==> images/final_congestion.png <==
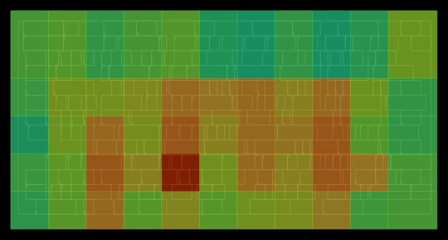
==> images/metal_stack.png <==
The bar under the picture is 20 microns long. Only two layers are drawn.
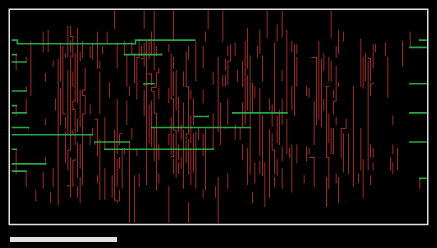
==> images/pins.png <==
The bar under the picture is 20 microns long. Pins as bars across the die edge, other pins in grey.
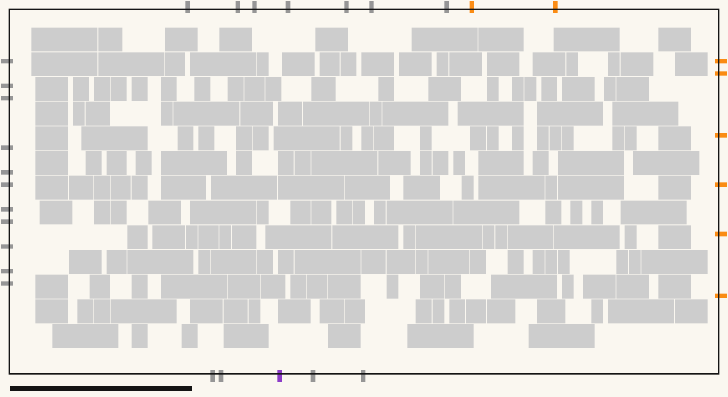
==> images/cell_classes.png <==
The bar under the picture is 20 microns long. Fill, decap, tap and diode cells in grey.
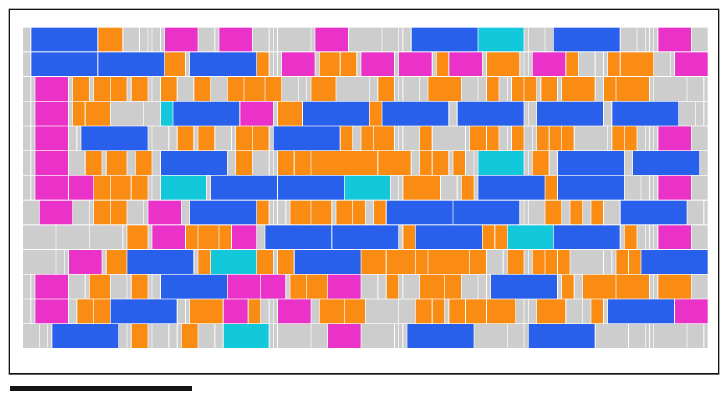
==> images/registers.png <==
The bar under the picture is 20 microns long.
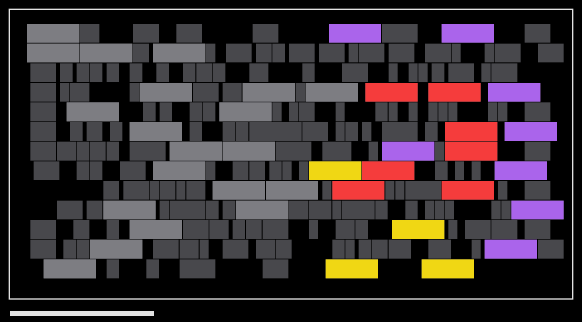
File: src/rtl/serial_adder.sv
// Bit-serial adder: one full-adder cell built from two half adders walks the
// operands LSB first and publishes {Cout,SUM} with a one-cycle DONE pulse.

module half_adder (
  input  logic a,
  input  logic b,
  output logic s,
  output logic c
);
  assign s = a ^ b;
  assign c = a & b;
endmodule

// state | meaning
// IDLE  | waiting for START; previous result held on SUM/Cout
// SHIFT | one operand bit added per clock, BUSY high
// FIN   | result valid, DONE high for this single cycle; START accepted here too
module serial_adder #(
  parameter int WIDTH = 8
) (
  input  logic             CLK,
  input  logic             RST,
  input  logic             START,
  input  logic [WIDTH-1:0] A,
  input  logic [WIDTH-1:0] B,
  input  logic             CIN,
  output logic             BUSY,
  output logic             DONE,
  output logic [WIDTH-1:0] SUM,
  output logic             Cout
);

  localparam int CW = $clog2(WIDTH + 1);

  typedef enum logic [1:0] {
    IDLE  = 2'd0,
    SHIFT = 2'd1,
    FIN   = 2'd2
  } state_e;

  state_e           state_q, state_d;
  logic [WIDTH-1:0] a_q, a_d;
  logic [WIDTH-1:0] b_q, b_d;
  logic [WIDTH-1:0] res_q, res_d;
  logic [WIDTH-1:0] sum_q, sum_d;
  logic [WIDTH-1:0] res_shift;
  logic             carry_q, carry_d;
  logic             cout_q, cout_d;
  logic [CW-1:0]    cnt_q, cnt_d;

  logic ha0_s, ha0_c, bit_s, ha1_c, carry_nxt;
  logic last_bit, accept;

  half_adder u_ha0 (.a(a_q[0]), .b(b_q[0]),  .s(ha0_s), .c(ha0_c));
  half_adder u_ha1 (.a(ha0_s),  .b(carry_q), .s(bit_s), .c(ha1_c));

  assign carry_nxt = ha0_c | ha1_c;
  assign last_bit  = (cnt_q == CW'(WIDTH - 1));
  assign accept    = START && ((state_q == IDLE) || (state_q == FIN));

  // New sum bit enters at the MSB so the result is right-aligned after WIDTH shifts.
  always_comb begin
    res_shift            = res_q >> 1;
    res_shift[WIDTH-1]   = bit_s;
  end

  always_ff @(posedge CLK) begin
    if (RST) begin
      state_q <= IDLE;
      a_q     <= '0;
      b_q     <= '0;
      res_q   <= '0;
      sum_q   <= '0;
      carry_q <= 1'b0;
      cout_q  <= 1'b0;
      cnt_q   <= '0;
    end else begin
      state_q <= state_d;
      a_q     <= a_d;
      b_q     <= b_d;
      res_q   <= res_d;
      sum_q   <= sum_d;
      carry_q <= carry_d;
      cout_q  <= cout_d;
      cnt_q   <= cnt_d;
    end
  end

  always_comb begin
    state_d = state_q;
    case (state_q)
      IDLE:    if (START) state_d = SHIFT;
      SHIFT:   if (last_bit) state_d = FIN;
      FIN:     state_d = START ? SHIFT : IDLE;
      default: state_d = IDLE;
    endcase
  end

  always_comb begin
    a_d     = a_q;
    b_d     = b_q;
    res_d   = res_q;
    sum_d   = sum_q;
    carry_d = carry_q;
    cout_d  = cout_q;
    cnt_d   = cnt_q;
    if (accept) begin
      a_d     = A;
      b_d     = B;
      carry_d = CIN;
      res_d   = '0;
      cnt_d   = '0;
    end else if (state_q == SHIFT) begin
      a_d     = a_q >> 1;
      b_d     = b_q >> 1;
      res_d   = res_shift;
      carry_d = carry_nxt;
      cnt_d   = cnt_q + 1'b1;
      if (last_bit) begin
        sum_d  = res_shift;
        cout_d = carry_nxt;
      end
    end
  end

  always_comb begin
    BUSY = (state_q == SHIFT);
    DONE = (state_q == FIN);
  end

  assign SUM  = sum_q;
  assign Cout = cout_q;

endmodule

File: config.mk
export PLATFORM = sky130hd
export DESIGN_NAME = serial_adder
export DESIGN_NICKNAME = d
export VERILOG_FILES = /design/src/rtl/serial_adder.sv
export SDC_FILE = /design/constraint.sdc
export NUM_CORES = 1
export LEC_CHECK = 0
export CORE_ASPECT_RATIO = 0.5
export CORE_UTILIZATION = 54
export DETAILED_ROUTE_END_ITERATION = 8
export PLACE_DENSITY_LB_ADDON = 0.08
export SLEW_MARGIN = 40
export SYNTH_ARGS = -nofsm -noshare
export SYNTH_HDL_FRONTEND = slang
export SYNTH_SLANG_ARGS = --single-unit
File: constraint.sdc
create_clock -name CLK -period 3.1 [get_ports CLK]
set_clock_uncertainty 0.1 [all_clocks]
set_input_delay 0.31 -clock CLK [delete_from_list [all_inputs] [get_ports CLK]]
set_output_delay 0.31 -clock CLK [all_outputs]
set_load 0.01 [all_outputs]
==> results.py <==
# Auto-generated metrics
metrics = {
    "run_status": {
        "status": "complete, no violations",
    },
    "die": {
        "std_cell_rows": 13,
        "die-area_sq_um": 3110,
        "design.core.area_sq_um": 2670,
    },
    "clock_network": {
        "clk_pin_slew_ps": 70,
    },
    "synthesis": {
        "simple_gate_area_share_pct": 22.3,
        "syn-num-nets": 202,
        "synth_area_per_cell_sq_um": 8.65,
        "yosys.area_share.aoi_pct": 12.7,
    },
    "layout": {
        "final_nets": 229,
        "fillers": 225,
        "seq_area_sq_um": 781,
        "logic_area_sq_um": 696,
    },
    "worst_setup_path": {
        "r2r-start": "state_q[0]",
        "startpoint_type": "flop",
        "r2r-end": "res_q[5]",
        "worstPathMaxFanout": 20,
    },
    "job": {
        "drv_cap": 0,
    },
    "place": {
        "place_area_sq_um": 1860,
    },
    "hold_path": {
        "min_from": "SUM[4]",
    },
    "timing": {
        "finalSetupViolations": 0,
        "hold_viol": 0,
    },
}
Back to the opening pictures, final_congestion.png:
GR Util met3: 7.27%
GR peak layer: met2
drt wl/cell: 12.5 microns
gr usage total: 21.9%

Back to the opening pictures, metal_stack.png:
legend:
  red:
    layer: met2
    wire_length: 1440 microns
  green:
    layer: met3
    wire_length: 153 microns

Back to the opening pictures, pins.png:
legend:
  orange:
    port: SUM
    pins: 8
    direction: output
    edge: 6 right, 2 top
  purple:
    port: CIN
    pins: 1
    direction: input
    edge: bottom

Back to the opening pictures, cell_classes.png:
legend:
  blue:
    class: flip-flops
    cells: 39
  orange:
    class: all other logic
    cells: 127
  cyan:
    class: clock drivers and dummy loads
    cells: 8
  magenta:
    class: other buffers and delay cells
    cells: 34

Back to the opening pictures, registers.png:
legend:
  yellow:
    signal: cnt_q
    placed_flops: 4
  red:
    signal: res_q
    placed_flops: 7
    where: right middle
  purple:
    signal: SUM
    placed_flops: 8
not coloured: 20

[state kept, by name, indices dropped and copies added, names as in the netlist]
register and cells:
SUM 8, a_q 8, b_q 8, res_q 7
cnt_q 4, state_q 2, Cout 1, carry_q 1
[final cells by class]
| cell class | instances | area share, % |
|---|---|---|
| Sequential cell | 39 | 39.8 |
| Multi-Input combinational cell | 125 | 35.5 |
| Timing Repair Buffer | 34 | 16.8 |
| Clock buffer | 8 | 5.11 |
| Tap cell | 37 | 2.36 |
| Inverter | 2 | 0.383 |
[placed cells by master, fill, tap and decap left out, types with 2 or more instances in the layout]
cell / count
nor2_1: 3
nand3_1: 6
clkdlybuf4s50_1: 30
nand2b_1: 2
mux2i_1: 10
dfxtp_1: 39
clkbuf_8: 7
buf_4: 4
nor3_1: 18
nand2_1: 42
nand3b_1: 2
a31oi_1: 3
o21ai_0: 4
a22oi_1: 4
o22ai_1: 8
a21oi_1: 14
[metrics by stage]
stage	instances	power [W]	hold WS [ps]
3_5_place_dp	237	0.000668	351
2_1_floorplan	180	0.000627	333
3_3_place_gp	237	0.000664	341
6_report	245	0.00102	355
4_1_cts	245	0.00103	361
5_1_grt	245	0.00107	390
[metal layers]
metal,vias up,share of wire (%),GRT usage [%]
met5,-,0,0
met4,0,0.46,7.41
met3,2,5.0,7.27
met2,32,47,42.0
met1,599,48,24.4
li1,669,-,-
[worst max path at each step]
stage | end | start | slack (ps)
after floorplan | Cout | cnt_q[0] | 1810
after global placement | res_q[2] | START | 1110
after detailed placement | res_q[4] | START | 1020
after CTS | res_q[7] | state_q[0] | 1310
after global routing | res_q[5] | state_q[0] | 1160
final | res_q[5] | state_q[0] | 1320
[cells by family (layout without fill, tap and decap cells)]
kind of cell               count (synthesis)  in the layout
AOI/OAI and AO/OA                         34             34
muxes                                     10             10
and+or+nand+nor                           77             77
buffers and inverters                     16             44
adders and majority gates                  2              2
DFF                                       39             39
xor gates and xnor gates                   2              2
[power by group]
part	switching (W)	internal, W	total (W)	leakage [nW]
Sequential	0.0000140	0.000524	0.000538	0.318
Clock	0.000165	0.000203	0.000368	0.0515
Combinational	0.0000637	0.0000555	0.000119	0.299
[critical path, stage by stage, from the launching register on]
cell and delay [ps]:
dfxtp_1 380, nand2b_1 590, nand2_1 410, a21oi_1 220
Power and IR drop assume default switching activity.
